m1.png
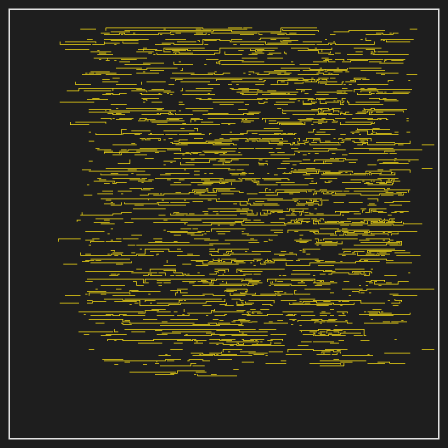
port_trees.png
Bar = 20 um.
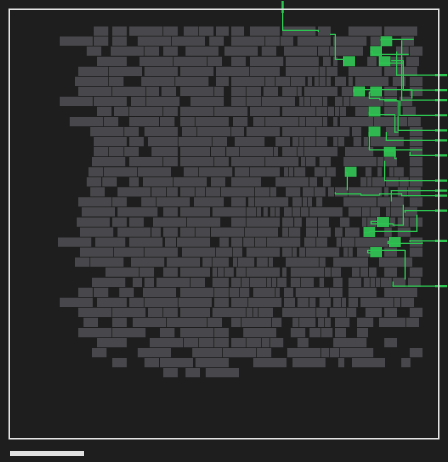
ff_map.png
Other sequential cells in the stronger gray, the rest of the logic in the fainter gray.
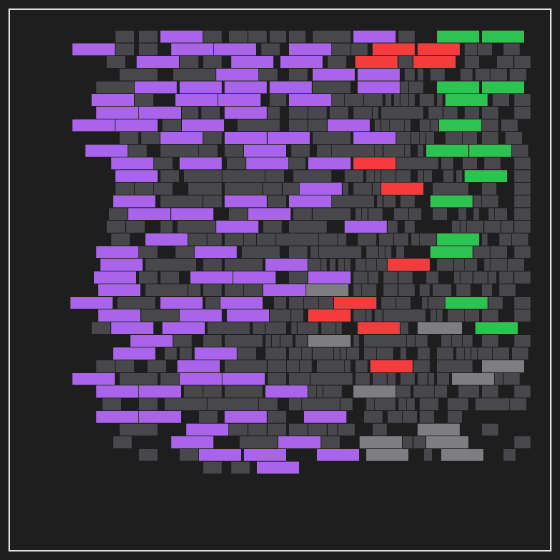
congestion_map.png
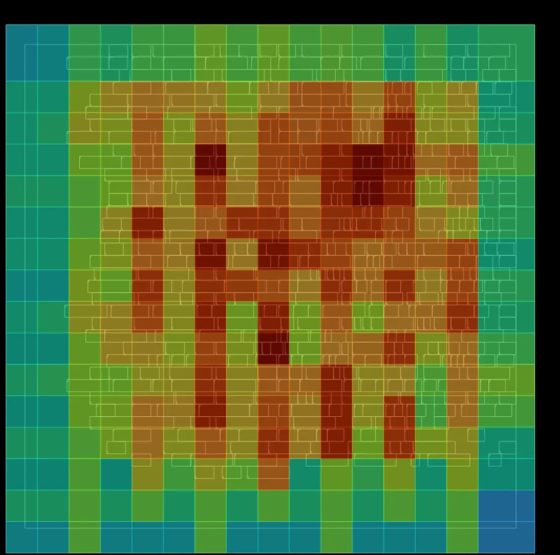
clock_wires.png
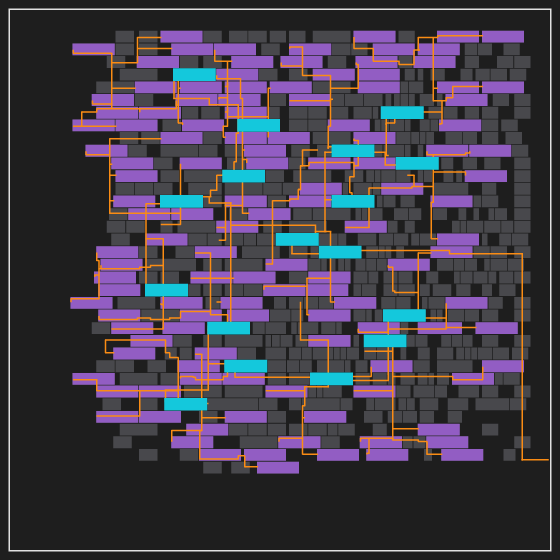
==> src/rtl/pic_pkg.sv <==
`default_nettype none
// ============================================================================
//  Module      : pic_pkg
//  Description : Shared constants for the PIC-style instruction sequencer:
//                instruction class codes, opcode fields, the Q-phase enum
//                and the special instruction words (NOP, RETURN).
//  Revision    : 1.0 - initial release
// ============================================================================
package pic_pkg;

    localparam int INST_W = 14;

    // Four clocks per instruction cycle.
    typedef enum logic [1:0] {
        Q1 = 2'd0,
        Q2 = 2'd1,
        Q3 = 2'd2,
        Q4 = 2'd3
    } q_phase_e;

    // Instruction class, ir[13:12]
    localparam logic [1:0] CLS_BYTE = 2'b00;
    localparam logic [1:0] CLS_BIT  = 2'b01;
    localparam logic [1:0] CLS_CTRL = 2'b10;
    localparam logic [1:0] CLS_LIT  = 2'b11;

    // Byte-class opcodes, ir[11:8]
    localparam logic [3:0] OP_DECFSZ = 4'b1011;
    localparam logic [3:0] OP_INCFSZ = 4'b1111;

    // Bit-class opcodes, ir[13:10]
    localparam logic [3:0] OP_BCF   = 4'b0100;
    localparam logic [3:0] OP_BSF   = 4'b0101;
    localparam logic [3:0] OP_BTFSC = 4'b0110;
    localparam logic [3:0] OP_BTFSS = 4'b0111;

    // MOVWF is ir[11:7] = 00001 inside the byte class
    localparam logic [4:0] MOVWF_PFX = 5'b00001;

    localparam logic [INST_W-1:0] NOP_WORD    = 14'h0000;
    localparam logic [INST_W-1:0] RETURN_WORD = 14'h0008;

    function automatic logic [1:0] inst_class(input logic [INST_W-1:0] inst);
        return inst[13:12];
    endfunction

endpackage : pic_pkg
`default_nettype wire

==> src/rtl/pic_sequencer_if.sv <==
`default_nettype none
// ============================================================================
//  Module      : pic_sequencer_if
//  Description : Bus between the sequencer and its surroundings (program
//                memory, decoder, ALU, register file).
//                master : the sequencer (drives PC, IR, phase, strobes)
//                slave  : the environment (drives program word, d, ALU
//                         flags, stall)
//  Revision    : 1.0 - initial release
// ============================================================================
interface pic_sequencer_if #(
    parameter int PC_W = 11
) ();

    logic [13:0]     prog_data;
    logic            d;
    logic            alu_zero;
    logic            bit_val;
    logic            stall;
    logic [PC_W-1:0] prog_addr;
    logic [13:0]     ir;
    logic [7:0]      dec_inst;
    logic [1:0]      q_phase;
    logic            f_re;
    logic            w_we;
    logic            f_we;
    logic            flush;
    logic            stack_ovf;

    modport master (
        input  prog_data, d, alu_zero, bit_val, stall,
        output prog_addr, ir, dec_inst, q_phase, f_re, w_we, f_we, flush,
               stack_ovf
    );

    modport slave (
        output prog_data, d, alu_zero, bit_val, stall,
        input  prog_addr, ir, dec_inst, q_phase, f_re, w_we, f_we, flush,
               stack_ovf
    );

endinterface : pic_sequencer_if
`default_nettype wire

==> src/rtl/pic_stack.sv <==
`default_nettype none
// ============================================================================
//  Module      : pic_stack
//  Description : Circular return-address stack.
//                push/pop      : one operation per clock (push has priority)
//                push_data     : address written on push
//                pop_data      : entry below the pointer (value a pop returns)
//                ovf           : sticky, set by a push while already full
//                The pointer wraps modulo DEPTH, so a push when full
//                overwrites the oldest entry and a pop when empty returns
//                the wrapped entry.
//  Revision    : 1.0 - initial release
// ============================================================================
module pic_stack #(
    parameter int DEPTH = 8,
    parameter int W     = 11
) (
    input  wire logic         clk,
    input  wire logic         rst_n,
    input  wire logic         push,
    input  wire logic         pop,
    input  wire logic [W-1:0] push_data,
    output logic      [W-1:0] pop_data,
    output logic              ovf
);

    localparam int             PTR_W = $clog2(DEPTH);
    localparam logic [PTR_W:0] FULL  = (PTR_W+1)'(DEPTH);

    logic [PTR_W-1:0] sp_q, sp_d;
    logic [PTR_W-1:0] top_idx;
    logic [PTR_W:0]   cnt_q, cnt_d;
    logic             ovf_q, ovf_d;
    logic [W-1:0]     mem_q [DEPTH];
    logic [W-1:0]     mem_d [DEPTH];

    assign top_idx  = sp_q - PTR_W'(1);
    assign pop_data = mem_q[top_idx];
    assign ovf      = ovf_q;

    always_comb begin
        sp_d  = sp_q;
        cnt_d = cnt_q;
        ovf_d = ovf_q;
        mem_d = mem_q;
        if (push) begin
            mem_d[sp_q] = push_data;
            sp_d        = sp_q + PTR_W'(1);
            // The occupancy count only tracks "full" vs "empty"; once full
            // it stays full and the wrapped write replaces the oldest entry.
            if (cnt_q == FULL) begin
                ovf_d = 1'b1;
            end else begin
                cnt_d = cnt_q + (PTR_W+1)'(1);
            end
        end else if (pop) begin
            sp_d = top_idx;
            if (cnt_q != '0) begin
                cnt_d = cnt_q - (PTR_W+1)'(1);
            end
        end
    end

    always_ff @(posedge clk or negedge rst_n) begin
        if (!rst_n) begin
            sp_q  <= '0;
            cnt_q <= '0;
            ovf_q <= 1'b0;
            for (int i = 0; i < DEPTH; i++) begin
                mem_q[i] <= '0;
            end
        end else begin
            sp_q  <= sp_d;
            cnt_q <= cnt_d;
            ovf_q <= ovf_d;
            mem_q <= mem_d;
        end
    end

endmodule : pic_stack
`default_nettype wire

==> src/rtl/pic_sequencer.sv <==
`default_nettype none
// ============================================================================
//  Module      : pic_sequencer
//  Description : Instruction-cycle controller. Runs the Q1..Q4 phase counter,
//                the program counter, the instruction register and the
//                per-phase strobes. The next word is fetched (prog_addr)
//                while the current one (ir) executes; control transfers and
//                taken skips load a NOP bubble instead of the fetched word.
//                clk, rst_n : clock, asynchronous active-low reset
//                bus        : pic_sequencer_if master (program word, decoder
//                             d, ALU flags, stall in; PC, IR, phase,
//                             strobes, flush, stack_ovf out)
//  Revision    : 1.0 - initial release
// ============================================================================
module pic_sequencer
    import pic_pkg::*;
#(
    parameter int PC_W        = 11,
    parameter int STACK_DEPTH = 8
) (
    input  wire logic          clk,
    input  wire logic          rst_n,
    pic_sequencer_if.master    bus
);

    q_phase_e        phase_q, phase_d;
    logic [PC_W-1:0] pc_q, pc_d;
    logic [13:0]     ir_q, ir_d;
    logic            flush_q, flush_d;

    logic            push;
    logic            pop;
    logic [PC_W-1:0] ret_addr;
    logic            stk_ovf;

    // ------------------------------------------------------------------
    // Instruction decode (only meaningful when not in a bubble)
    // ------------------------------------------------------------------
    logic [1:0] cls;
    logic [3:0] byte_op;
    logic [3:0] bit_op;
    logic       is_movwf;
    logic       is_branch;
    logic       is_call;
    logic       is_return;
    logic       skip_taken;
    logic       redirect;
    logic       cycle_end;
    logic       f_we_cond;
    logic       w_we_cond;

    assign cls      = inst_class(ir_q);
    assign byte_op  = ir_q[11:8];
    assign bit_op   = ir_q[13:10];
    assign is_movwf = (cls == CLS_BYTE) && (ir_q[11:7] == MOVWF_PFX);

    assign is_branch  = !flush_q && (cls == CLS_CTRL);
    assign is_call    = is_branch && !ir_q[11];
    assign is_return  = !flush_q && (ir_q == RETURN_WORD);
    assign skip_taken = !flush_q && (
                            ((cls == CLS_BYTE) && bus.alu_zero &&
                             ((byte_op == OP_DECFSZ) || (byte_op == OP_INCFSZ)))
                         || ((bit_op == OP_BTFSC) && !bus.bit_val)
                         || ((bit_op == OP_BTFSS) &&  bus.bit_val));
    assign redirect   = is_branch || is_return || skip_taken;

    // The Q4 -> Q1 edge is the only place control flow and the stack move.
    assign cycle_end  = (phase_q == Q4) && !bus.stall;

    assign f_we_cond = ((cls == CLS_BYTE) && bus.d)
                    || is_movwf
                    || (bit_op == OP_BCF)
                    || (bit_op == OP_BSF);

    assign w_we_cond = ((cls == CLS_BYTE) && !bus.d
                        && (ir_q != NOP_WORD)
                        && (ir_q != RETURN_WORD)
                        && !is_movwf)
                    || (cls == CLS_LIT);

    // ------------------------------------------------------------------
    // Next-state logic
    // ------------------------------------------------------------------
    always_comb begin
        phase_d = phase_q;
        pc_d    = pc_q;
        ir_d    = ir_q;
        flush_d = flush_q;
        push    = 1'b0;
        pop     = 1'b0;

        if (!bus.stall) begin
            phase_d = q_phase_e'(phase_q + 2'd1);
        end

        if (cycle_end) begin
            if (is_branch) begin
                pc_d = PC_W'(ir_q[10:0]);
                push = is_call;
            end else if (is_return) begin
                pc_d = ret_addr;
                pop  = 1'b1;
            end else begin
                // A taken skip also lands here: the fetched PC+1 word is
                // dropped below and fetching resumes one word further on.
                pc_d = pc_q + PC_W'(1);
            end

            if (redirect) begin
                ir_d    = NOP_WORD;
                flush_d = 1'b1;
            end else begin
                ir_d    = bus.prog_data;
                flush_d = 1'b0;
            end
        end
    end

    always_ff @(posedge clk or negedge rst_n) begin
        if (!rst_n) begin
            phase_q <= Q1;
            pc_q    <= '0;
            ir_q    <= NOP_WORD;
            flush_q <= 1'b1;
        end else begin
            phase_q <= phase_d;
            pc_q    <= pc_d;
            ir_q    <= ir_d;
            flush_q <= flush_d;
        end
    end

    // CALL pushes the fetch address, which is already the return address.
    pic_stack #(
        .DEPTH (STACK_DEPTH),
        .W     (PC_W)
    ) u_stack (
        .clk       (clk),
        .rst_n     (rst_n),
        .push      (push),
        .pop       (pop),
        .push_data (pc_q),
        .pop_data  (ret_addr),
        .ovf       (stk_ovf)
    );

    // ------------------------------------------------------------------
    // Outputs. Strobes decode from the registered phase, so a stall simply
    // stretches whichever strobe is active.
    // ------------------------------------------------------------------
    assign bus.prog_addr = pc_q;
    assign bus.ir        = ir_q;
    assign bus.dec_inst  = ir_q[13:6];
    assign bus.q_phase   = phase_q;
    assign bus.flush     = flush_q;
    assign bus.stack_ovf = stk_ovf;
    assign bus.f_re      = !flush_q && (phase_q == Q2)
                           && ((cls == CLS_BYTE) || (cls == CLS_BIT));
    assign bus.f_we      = !flush_q && (phase_q == Q4) && f_we_cond;
    assign bus.w_we      = !flush_q && (phase_q == Q4) && w_we_cond;

endmodule : pic_sequencer
`default_nettype wire
==> src/flat_wrapper.sv <==
// flat-port wrapper written by rule: the top's interface ports become plain ports
module pic_sequencer_flat import pic_pkg::*;
#(
    parameter int PC_W        = 11,
    parameter int STACK_DEPTH = 8
)
  (clk, rst_n, bus_prog_data, bus_d, bus_alu_zero, bus_bit_val, bus_stall, bus_prog_addr, bus_ir, bus_dec_inst, bus_q_phase, bus_f_re, bus_w_we, bus_f_we, bus_flush, bus_stack_ovf);
  pic_sequencer_if #(.PC_W(PC_W)) bus_i ();
  input  wire logic clk;
  input  wire logic rst_n;
  input wire logic [$bits(bus_i.prog_data)-1:0] bus_prog_data;
  input wire logic [$bits(bus_i.d)-1:0] bus_d;
  input wire logic [$bits(bus_i.alu_zero)-1:0] bus_alu_zero;
  input wire logic [$bits(bus_i.bit_val)-1:0] bus_bit_val;
  input wire logic [$bits(bus_i.stall)-1:0] bus_stall;
  output wire logic [$bits(bus_i.prog_addr)-1:0] bus_prog_addr;
  output wire logic [$bits(bus_i.ir)-1:0] bus_ir;
  output wire logic [$bits(bus_i.dec_inst)-1:0] bus_dec_inst;
  output wire logic [$bits(bus_i.q_phase)-1:0] bus_q_phase;
  output wire logic [$bits(bus_i.f_re)-1:0] bus_f_re;
  output wire logic [$bits(bus_i.w_we)-1:0] bus_w_we;
  output wire logic [$bits(bus_i.f_we)-1:0] bus_f_we;
  output wire logic [$bits(bus_i.flush)-1:0] bus_flush;
  output wire logic [$bits(bus_i.stack_ovf)-1:0] bus_stack_ovf;
  assign bus_i.prog_data = bus_prog_data;
  assign bus_i.d = bus_d;
  assign bus_i.alu_zero = bus_alu_zero;
  assign bus_i.bit_val = bus_bit_val;
  assign bus_i.stall = bus_stall;
  assign bus_prog_addr = bus_i.prog_addr;
  assign bus_ir = bus_i.ir;
  assign bus_dec_inst = bus_i.dec_inst;
  assign bus_q_phase = bus_i.q_phase;
  assign bus_f_re = bus_i.f_re;
  assign bus_w_we = bus_i.w_we;
  assign bus_f_we = bus_i.f_we;
  assign bus_flush = bus_i.flush;
  assign bus_stack_ovf = bus_i.stack_ovf;
  pic_sequencer #(.PC_W(PC_W), .STACK_DEPTH(STACK_DEPTH)) u_core (.clk(clk), .rst_n(rst_n), .bus(bus_i));
endmodule
==> config.mk <==
export PLATFORM = sky130hd
export DESIGN_NAME = pic_sequencer_flat
export DESIGN_NICKNAME = d
export VERILOG_FILES = /design/src/rtl/pic_pkg.sv /design/src/rtl/pic_sequencer_if.sv /design/src/rtl/pic_stack.sv /design/src/rtl/pic_sequencer.sv /design/src/flat_wrapper.sv
export SDC_FILE = /design/constraint.sdc
export NUM_CORES = 1
export LEC_CHECK = 0
export CAP_MARGIN = 30
export CORE_MARGIN = 4
export CORE_UTILIZATION = 52
export DETAILED_ROUTE_END_ITERATION = 16
export PLACE_DENSITY = 0.86
export SYNTH_ARGS = -nofsm -noshare
export SYNTH_HDL_FRONTEND = slang
export SYNTH_SLANG_ARGS = --single-unit
==> constraint.sdc <==
create_clock -name clk -period 3 [get_ports clk]
set_input_delay 0.6 -clock clk [delete_from_list [all_inputs] [get_ports clk]]
set_output_delay 0.6 -clock clk [all_outputs]
set_load 0.05 [all_outputs]
==> qor.txt <==
Setup_tns: 0 ns
Syn Area/Cell: 13.2 um^2
Multi-input gate share of total cell area: 36.7%
Post-DP HPWL: 9570 um
Cell taking the most area after synthesis: dfrtp_1
Flop count: 124
First-pass GRT wire length: 24000 um
Pwr/cell area: 1040 nW/um^2
Crit share post-route: 94.3%
CTS resizes: 0
Worst-path clk slew: 0.06 ns
Antenna violations before repair: 0
Syn_nets: 484
Post-synth EDFFs: 0
Chip area line of the yosys report: 6050 um^2
GP Congestion: 0.869
Status: finished clean
Worst R2R End: u_core.bus.prog_addr[6]
MI comb cells: 281
Largest net degree at the start of global routing: 58
Back to the opening pictures, m1.png:
The wires run mostly horizontal. 478 nets have wire on it. The longest straight run is 35.9 um. The layer holds 40% of the routed length. The layer carries 5980 um of wire.
Routed WL: 15000 um
via count: 4220
global-route met1 utilization: 29.6%

Back to the opening pictures, port_trees.png:
Key: green = `bus_prog_data` [bits 14, direction input, edge 13 right, 1 top, end cells 14, buffers 14, wire 406 um]

Back to the opening pictures, ff_map.png:
Key: red = `u_core.bus.prog_addr` [placed flops 11]; green = `u_core.bus.ir` [placed flops 14]; purple = `u_core.u_stack.mem_q` [placed flops 88]
Final Util: 65.2%
fraction of area in registers: 41.7%
power in sequential cells: 2.60 mW
storage element area: 3100 um^2

Back to the opening pictures, congestion_map.png:
gr busiest metal: met2
met3 GRT Util: 5.33%
Wirelength per Cell: 22.3 um

Back to the opening pictures, clock_wires.png:
Key: orange = clock wires [length 1520 um]; cyan = clock-net drivers [count 17]; purple = flip-flops [count 124]
Position of the flops: widely spread.

==> routing by layer <==
metal / vias up / global-route usage, % / wire length, um
li1: 1791 / - / -
met1: 2183 / 29.6 / 5980
met2: 207 / 39.0 / 7480
met3: 39 / 5.33 / 1150
met4: 0 / 9.98 / 415
met5: - / 0 / 0
==> worst max-delay path, cell delays in order, from the launching register on <==
cell	delay (ns)
dfrtp_1	0.48
or4_4	0.61
nor3_2	0.15
o21ai_0	0.13
a22oi_1	0.19
nor2_1	0.06
buf_4	0.19
==> cells by family (layout without fill, tap and decap cells) <==
family | after synthesis | count (layout) | synth area share [%]
AOI/OAI and AO/OA | 55 | 55 | 6.43
buffers and inverters | 52 | 126 | 4.20
muxes | 125 | 125 | 27.2
and+or+nand+nor | 75 | 75 | 6.64
xor gates and xnor gates | 19 | 19 | 2.75
DFF | 124 | 124 | 51.3
adders and majority gates | 7 | 7 | 1.45
==> power by group through the flow <==
| stage | registers (mW) | logic, mW | clock network (mW) |
|---|---|---|---|
| 2_1_floorplan | 2.90 | 1.80 | 0 |
| 4_1_cts | 2.58 | 3.15 | 2.04 |
| 3_3_place_gp | 2.56 | 3.02 | 0 |
| 3_5_place_dp | 2.60 | 3.11 | 0 |
| 6_report | 2.60 | 3.15 | 2.03 |
| 5_1_grt | 2.65 | 3.33 | 2.13 |
==> state kept, by name, summed over array words and instances, names as in the netlist <==
| register | count |
|---|---|
| u_core.u_stack.ovf | 1 |
| u_core.bus.q_phase | 2 |
| u_core.bus.prog_addr | 11 |
| u_core.u_stack.sp_q | 3 |
| u_core.bus.flush | 1 |
| u_core.bus.ir | 14 |
| u_core.u_stack.cnt_q | 4 |
| u_core.u_stack.mem_q | 88 |
No activity file was given, so power comes from the tool's default toggle rates.
